Run 1, track usage over the die:
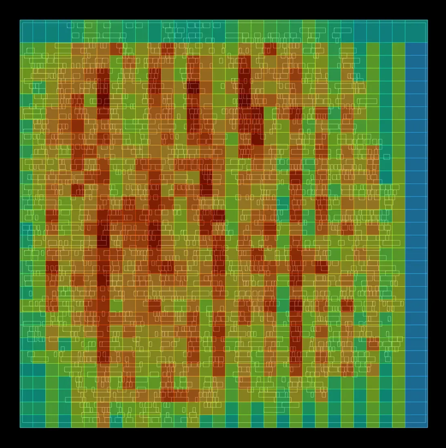
Run 1, signal metal coverage by tile:
The die is cut into 22 by 22 equal tiles; white is low, dark blue is high, scaled to the fullest tile. Values are wire area over tile area, all layers added.
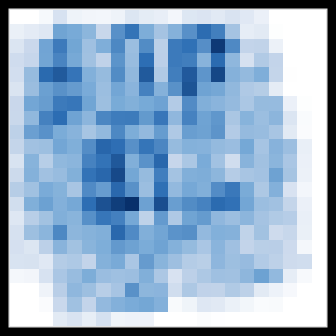
Run 1, signal wires by layer:
Bar = 50 um. Two of the layers only.
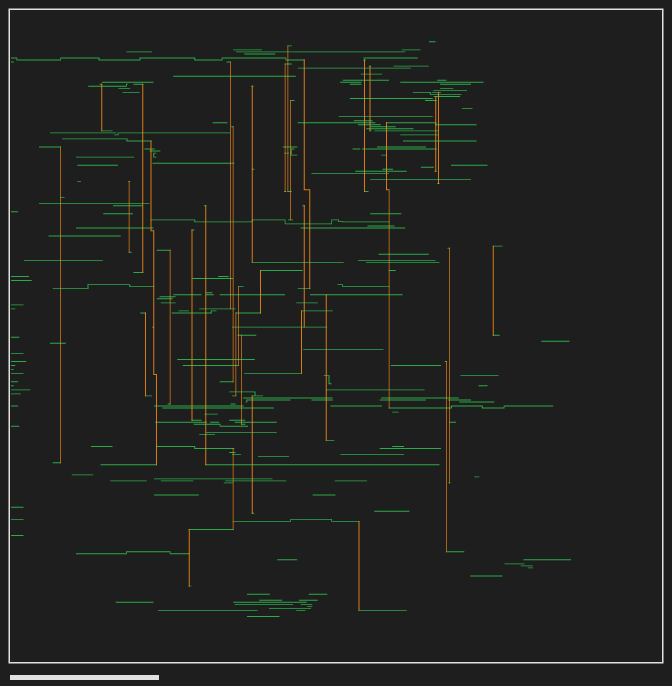
Run 1, M1 wires:
Bar = 50 um. Cells faint in the background.
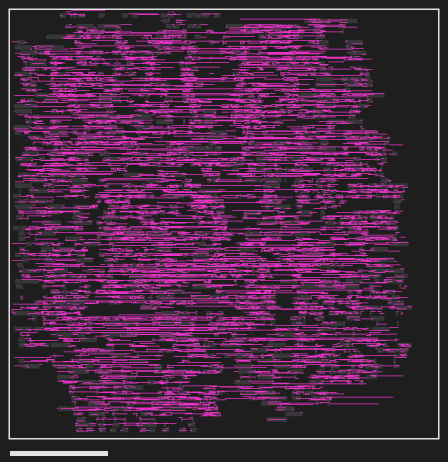
--- src/rtl/shape_raster.sv ---
// shape_raster: rasterizes a line, rectangle outline or midpoint circle into a clipped
// valid/ready pixel stream. Define SHAPE_RASTER_FILL_EN to add the fill input (solid rect/circle).
module shape_raster #(
    parameter int H_RES = 160,
    parameter int V_RES = 120
) (
    input  logic       clk,
    input  logic       rst_n,
    input  logic [1:0] mode,
    input  logic [7:0] point_a_x,
    input  logic [7:0] point_a_y,
    input  logic [7:0] point_b_x,
    input  logic [7:0] point_b_y,
    input  logic       shape_trigger,
`ifdef SHAPE_RASTER_FILL_EN
    input  logic       fill,
`endif
    input  logic       pix_ready,
    output logic       pix_valid,
    output logic [7:0] pix_x,
    output logic [7:0] pix_y,
    output logic       busy,
    output logic       done
);
    typedef enum logic [2:0] {IDLE, SETUP, LINE, RECT, CIRC, FIN} state_t;
    state_t state_reg, state_next;

    localparam logic signed [9:0] H_LIM = 10'(H_RES);
    localparam logic signed [9:0] V_LIM = 10'(V_RES);

    function automatic logic signed [11:0] ext(input logic signed [9:0] v);
        return {{2{v[9]}}, v};
    endfunction

    logic [1:0]         mode_reg;
    logic [7:0]         ax_reg, ay_reg, bx_reg, by_reg;
    logic               fill_on;
    logic signed [9:0]  dx_reg, dy_reg, r_reg;
    logic signed [9:0]  xmin_reg, xmax_reg, ymin_reg, ymax_reg;
    logic               sx_neg_reg, sy_neg_reg;
    logic signed [9:0]  cur_x_reg, cur_y_reg, gx_reg, gy_reg;
    logic signed [11:0] err_reg;
    logic [2:0]         oct_reg;
    logic [1:0]         span_reg;

    logic signed [9:0]  ax_s, ay_s, bx_s, by_s, dx_c, dy_c, r_c;
    logic signed [9:0]  xmin_c, xmax_c, ymin_c, ymax_c;
    assign ax_s   = $signed({2'b00, ax_reg});
    assign ay_s   = $signed({2'b00, ay_reg});
    assign bx_s   = $signed({2'b00, bx_reg});
    assign by_s   = $signed({2'b00, by_reg});
    assign dx_c   = (bx_s >= ax_s) ? bx_s - ax_s : ax_s - bx_s;
    assign dy_c   = (by_s >= ay_s) ? by_s - ay_s : ay_s - by_s;
    assign r_c    = (dx_c >= dy_c) ? dx_c : dy_c;
    assign xmin_c = (ax_s <= bx_s) ? ax_s : bx_s;
    assign xmax_c = (ax_s <= bx_s) ? bx_s : ax_s;
    assign ymin_c = (ay_s <= by_s) ? ay_s : by_s;
    assign ymax_c = (ay_s <= by_s) ? by_s : ay_s;

    // Bresenham step decisions from e2 = 2*err
    logic signed [11:0] e2;
    logic               step_x, step_y;
    assign e2     = err_reg <<< 1;
    assign step_x = e2 > -ext(dy_reg);
    assign step_y = e2 < ext(dx_reg);

    // Midpoint circle: octant values for the following iteration
    logic signed [9:0]  ny, nx;
    logic signed [11:0] nerr;
    assign ny   = gy_reg + 10'sd1;
    assign nx   = err_reg[11] ? gx_reg : gx_reg - 10'sd1;
    assign nerr = err_reg[11] ? err_reg + (ext(ny) <<< 1) + 12'sd1
                              : err_reg + ((ext(ny) - ext(nx)) <<< 1) + 12'sd1;

    logic signed [9:0] cand_x, cand_y, span_hi, span_row, next_lo;
    logic [2:0]        span_nx;
    always_comb begin
        span_hi  = ax_s + gx_reg;
        span_row = ay_s + gy_reg;
        case (span_reg)
            2'd0:    span_nx = (gy_reg != 10'sd0) ? 3'd1 : ((gx_reg != gy_reg) ? 3'd2 : 3'd4);
            2'd1:    span_nx = (gx_reg != gy_reg) ? 3'd2 : 3'd4;
            2'd2:    span_nx = 3'd3;
            default: span_nx = 3'd4;
        endcase
        case (span_reg)
            2'd1: span_row = ay_s - gy_reg;
            2'd2: begin span_row = ay_s + gx_reg; span_hi = ax_s + gy_reg; end
            2'd3: begin span_row = ay_s - gx_reg; span_hi = ax_s + gy_reg; end
            default: ;
        endcase
        next_lo = (span_nx >= 3'd2) ? ax_s - gy_reg : ax_s - gx_reg;
        cand_x  = cur_x_reg;
        cand_y  = cur_y_reg;
        if (state_reg == CIRC) begin
            if (fill_on) begin
                cand_y = span_row;
            end else begin
                case (oct_reg)
                    3'd0: begin cand_x = ax_s + gx_reg; cand_y = ay_s + gy_reg; end
                    3'd1: begin cand_x = ax_s + gy_reg; cand_y = ay_s + gx_reg; end
                    3'd2: begin cand_x = ax_s - gy_reg; cand_y = ay_s + gx_reg; end
                    3'd3: begin cand_x = ax_s - gx_reg; cand_y = ay_s + gy_reg; end
                    3'd4: begin cand_x = ax_s - gx_reg; cand_y = ay_s - gy_reg; end
                    3'd5: begin cand_x = ax_s - gy_reg; cand_y = ay_s - gx_reg; end
                    3'd6: begin cand_x = ax_s + gy_reg; cand_y = ay_s - gx_reg; end
                    default: begin cand_x = ax_s + gx_reg; cand_y = ay_s - gy_reg; end
                endcase
            end
        end
    end

    logic shape_st, in_range, advance, iter_end, last;
    assign shape_st = (state_reg == LINE) || (state_reg == RECT) || (state_reg == CIRC);
    assign in_range = (cand_x >= 10'sd0) && (cand_x < H_LIM) && (cand_y >= 10'sd0) && (cand_y < V_LIM);
    assign advance  = shape_st && (!in_range || pix_ready);
    assign iter_end = fill_on ? ((cur_x_reg >= span_hi) && (span_nx == 3'd4))
                              : ((oct_reg == 3'd7) || (r_reg == 10'sd0));
    always_comb begin
        case (state_reg)
            LINE:    last = (cur_x_reg == bx_s) && (cur_y_reg == by_s);
            RECT:    last = (cur_x_reg == xmax_reg) && (cur_y_reg == ymax_reg);
            CIRC:    last = iter_end && ((r_reg == 10'sd0) || (ny > nx));
            default: last = 1'b0;
        endcase
    end

    always_ff @(posedge clk or negedge rst_n) begin
        if (!rst_n) state_reg <= IDLE;
        else        state_reg <= state_next;
    end

    always_comb begin
        state_next = state_reg;
        case (state_reg)
            IDLE:  if (shape_trigger && mode != 2'd0) state_next = SETUP;
            SETUP: state_next = (mode_reg == 2'd1) ? RECT : ((mode_reg == 2'd2) ? CIRC : LINE);
            LINE, RECT, CIRC: if (advance && last) state_next = FIN;
            default: state_next = IDLE;
        endcase
    end

    always_comb begin
        pix_valid = 1'b0;
        pix_x     = 8'd0;
        pix_y     = 8'd0;
        busy      = (state_reg != IDLE) && (state_reg != FIN);
        done      = (state_reg == FIN);
        if (shape_st) begin
            pix_valid = in_range;
            pix_x     = cand_x[7:0];
            pix_y     = cand_y[7:0];
        end
    end

`ifdef SHAPE_RASTER_FILL_EN
    logic fill_reg;
    always_ff @(posedge clk or negedge rst_n) begin
        if (!rst_n)                                                 fill_reg <= 1'b0;
        else if (state_reg == IDLE && shape_trigger && mode != 2'd0) fill_reg <= fill;
    end
    assign fill_on = fill_reg;
`else
    assign fill_on = 1'b0;
`endif

    always_ff @(posedge clk or negedge rst_n) begin
        if (!rst_n) begin
            mode_reg <= 2'd0;
            ax_reg <= 8'd0; ay_reg <= 8'd0; bx_reg <= 8'd0; by_reg <= 8'd0;
            dx_reg <= 10'sd0; dy_reg <= 10'sd0; r_reg <= 10'sd0;
            xmin_reg <= 10'sd0; xmax_reg <= 10'sd0; ymin_reg <= 10'sd0; ymax_reg <= 10'sd0;
            sx_neg_reg <= 1'b0; sy_neg_reg <= 1'b0;
            cur_x_reg <= 10'sd0; cur_y_reg <= 10'sd0; gx_reg <= 10'sd0; gy_reg <= 10'sd0;
            err_reg <= 12'sd0; oct_reg <= 3'd0; span_reg <= 2'd0;
        end else begin
            case (state_reg)
                IDLE: if (shape_trigger && mode != 2'd0) begin
                    mode_reg <= mode;
                    ax_reg <= point_a_x; ay_reg <= point_a_y;
                    bx_reg <= point_b_x; by_reg <= point_b_y;
                end
                SETUP: begin
                    dx_reg <= dx_c; dy_reg <= dy_c; r_reg <= r_c;
                    sx_neg_reg <= bx_s < ax_s; sy_neg_reg <= by_s < ay_s;
                    xmin_reg <= xmin_c; xmax_reg <= xmax_c; ymin_reg <= ymin_c; ymax_reg <= ymax_c;
                    gx_reg <= r_c; gy_reg <= 10'sd0; oct_reg <= 3'd0; span_reg <= 2'd0;
                    case (mode_reg)
                        2'd1:    begin cur_x_reg <= xmin_c; cur_y_reg <= ymin_c; err_reg <= 12'sd0; end
                        2'd2:    begin cur_x_reg <= ax_s - r_c; cur_y_reg <= ay_s; err_reg <= 12'sd1 - ext(r_c); end
                        default: begin cur_x_reg <= ax_s; cur_y_reg <= ay_s; err_reg <= ext(dx_c) - ext(dy_c); end
                    endcase
                end
                LINE: if (advance) begin
                    if (step_x) cur_x_reg <= sx_neg_reg ? cur_x_reg - 10'sd1 : cur_x_reg + 10'sd1;
                    if (step_y) cur_y_reg <= sy_neg_reg ? cur_y_reg - 10'sd1 : cur_y_reg + 10'sd1;
                    err_reg <= err_reg - (step_x ? ext(dy_reg) : 12'sd0) + (step_y ? ext(dx_reg) : 12'sd0);
                end
                RECT: if (advance) begin
                    if (cur_x_reg == xmax_reg) begin
                        cur_x_reg <= xmin_reg;
                        cur_y_reg <= cur_y_reg + 10'sd1;
                    end else if (fill_on || cur_y_reg == ymin_reg || cur_y_reg == ymax_reg) begin
                        cur_x_reg <= cur_x_reg + 10'sd1;
                    end else begin
                        cur_x_reg <= xmax_reg;  // interior row: jump from left edge to right edge
                    end
                end
                CIRC: if (advance) begin
                    if (fill_on && cur_x_reg < span_hi) begin
                        cur_x_reg <= cur_x_reg + 10'sd1;
                    end else if (fill_on && span_nx != 3'd4) begin
                        span_reg  <= span_nx[1:0];
                        cur_x_reg <= next_lo;
                    end else if (iter_end) begin
                        oct_reg <= 3'd0; span_reg <= 2'd0;
                        gx_reg <= nx; gy_reg <= ny; err_reg <= nerr;
                        cur_x_reg <= ax_s - nx;
                    end else begin
                        oct_reg <= oct_reg + 3'd1;
                    end
                end
                default: ;
            endcase
        end
    end
endmodule

--- config.mk ---
export PLATFORM = sky130hd
export DESIGN_NAME = shape_raster
export DESIGN_NICKNAME = d
export VERILOG_FILES = /design/src/rtl/shape_raster.sv
export SDC_FILE = /design/constraint.sdc
export NUM_CORES = 1
export LEC_CHECK = 0
export CORE_UTILIZATION = 35
export CTS_CLUSTER_SIZE = 24
export DETAILED_ROUTE_END_ITERATION = 6
export PLACE_DENSITY = 0.49
export SLEW_MARGIN = 20
export SYNTH_ARGS = -nofsm -noshare
export SYNTH_HDL_FRONTEND = slang
export SYNTH_SLANG_ARGS = --single-unit
export TNS_END_PERCENT = 100
--- constraint.sdc ---
create_clock -name clk -period 16.21 [get_ports clk]
set_clock_uncertainty 0.05 [all_clocks]
set_input_delay 1.621 -clock clk [delete_from_list [all_inputs] [get_ports clk]]
set_output_delay 1.621 -clock clk [all_outputs]
set_load 0.05 [all_outputs]
==> flow_summary.ini, run 1 <==
; implementation run metrics
[status]
status = finished, final reports clean

[critical_path]
reg2reg_depth = 24
regToRegSetupSlack_ps = 8830
r2r_start = ax_reg[1]$_DFFE_PN0P_
critPathRequiredTime_ps = 14540
r2r_end = cur_x_reg[6]$_DFFE_PN0P_
cp_slowest_stage_delay_ps = 840

[final_layout]
seq_area_frac = 0.211
bufAreaShareNonClock = 0.0368
largest_reg_flops = 12
finalInstanceArea_um2 = 18100
area_delta_synth_final_pct = 9.88
buffers_excl_clock = 70

[routing]
drc = 0
highest_layer = met4
wl_met3_um = 2930

[worst_hold_path]
whs_path_depth = 2
min_to = r_reg[6]$_DFFE_PN0P_

[synth]
top_cells_by_area = dfrtp_1, ha_1, o21ai_0
yosysTopAreaCell = dfrtp_1
common_cells = nand2_1, o21ai_0, dfrtp_1, inv_1, ha_1
fp_nets = 2287
synth-area-yosys_um2 = 16500
synth-xor-area-share = 0.0858
fa_ha_area_frac = 0.143

[placement]
place_congestion = 0.917

[run]
warnings = 54

[timing]
period_needed_ps = 8260
fmax_mhz = 121
max_slew_margin = 0.375
finalHoldViolCount = 0
setup_violations = 0
rsz0062_at_grt = false

[clock_network]
cts_setup_buffers = 0
tritoncts = yes
clock-sinks = 153

[floorplan]
io_pins = 57
## Picture notes: 'track usage over the die'
met3 Use GR: 0.0392
fin util: 0.389
met2 GRT Util: 0.428
met1 GRT Util: 0.332
GRT Util Overall: 0.255

## Picture notes: 'signal metal coverage by tile'
27% of the tiles are over half the peak. The mean over all tiles is 0.20. The fullest tile reaches 0.54. 12% of the tiles are nearly empty.
Vias: 15200
final WL: 59500 um
average wire per standard cell: 22.2 um

## Picture notes: 'signal wires by layer'
Key: green = met3 [wire length 2930 um]; orange = met4 [wire length 1700 um]

## Picture notes: 'M1 wires'
2132 nets have wire on it. The wires run mostly horizontal. The longest straight run is 86.9 um. The layer carries 26.5 mm of wire. The layer holds 45% of the routed length.

==> run 2, diff against run 1 <==
- PLACE_DENSITY: 0.49 -> 0.5
- clock period: 16.21 -> 7.5 ns (I/O delays scaled with it)
Run 2, a small window of the routed layout:
Bar = 5 um. Window x 154 to 174, y 154 to 174 um. Cells in grey, sequential cells in the stronger grey; small squares are vias.
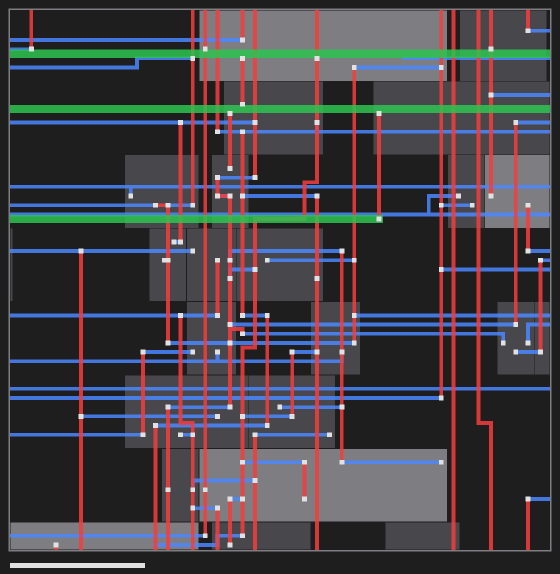
Key: red = met2; green = met3; blue = met1
Netlist names of flops here include gy_reg (2). Sequential cells in the window: 2. Most frequent: nand3_1 (3), nand2_1 (3). 17 logic cells have their middle in the window.

==> run 2 against run 1 <==
Effect of this change: first-iteration DRC count increased by 13%; synthesized cell count unchanged; sequential share of layout area decreased by 0.12 points; critical path type is now register to register; largest cell class unchanged; highest routed layer unchanged.
==> flow_summary.ini, run 2 <==
; implementation run metrics
[critical_path]
cp_slowest_stage_delay_ps = 570
r2r_start = ax_reg[0]$_DFFE_PN0P_
regToRegSetupSlack_ps = 490
r2r_end = cur_x_reg[6]$_DFFE_PN0P_
reg2reg_depth = 26

[routing]
wirelength_um = 60500
wl_per_cell_um = 22.4
drc = 0

[timing]
setup_violations = 0
fmax_mhz = 143
rsz0062_at_grt = false
max_slew_margin = 0.362
period_needed_ps = 7010

[final_layout]
buffers_excl_clock = 92
area_delta_synth_final_pct = 10.5
seq_area_frac = 0.210

[clock_network]
clock-sinks = 153
tritoncts = yes
cts_setup_buffers = 0

[status]
status = finished, final reports clean

[synth]
top_cells_by_area = dfrtp_1, ha_1, o21ai_0
fp_nets = 2287
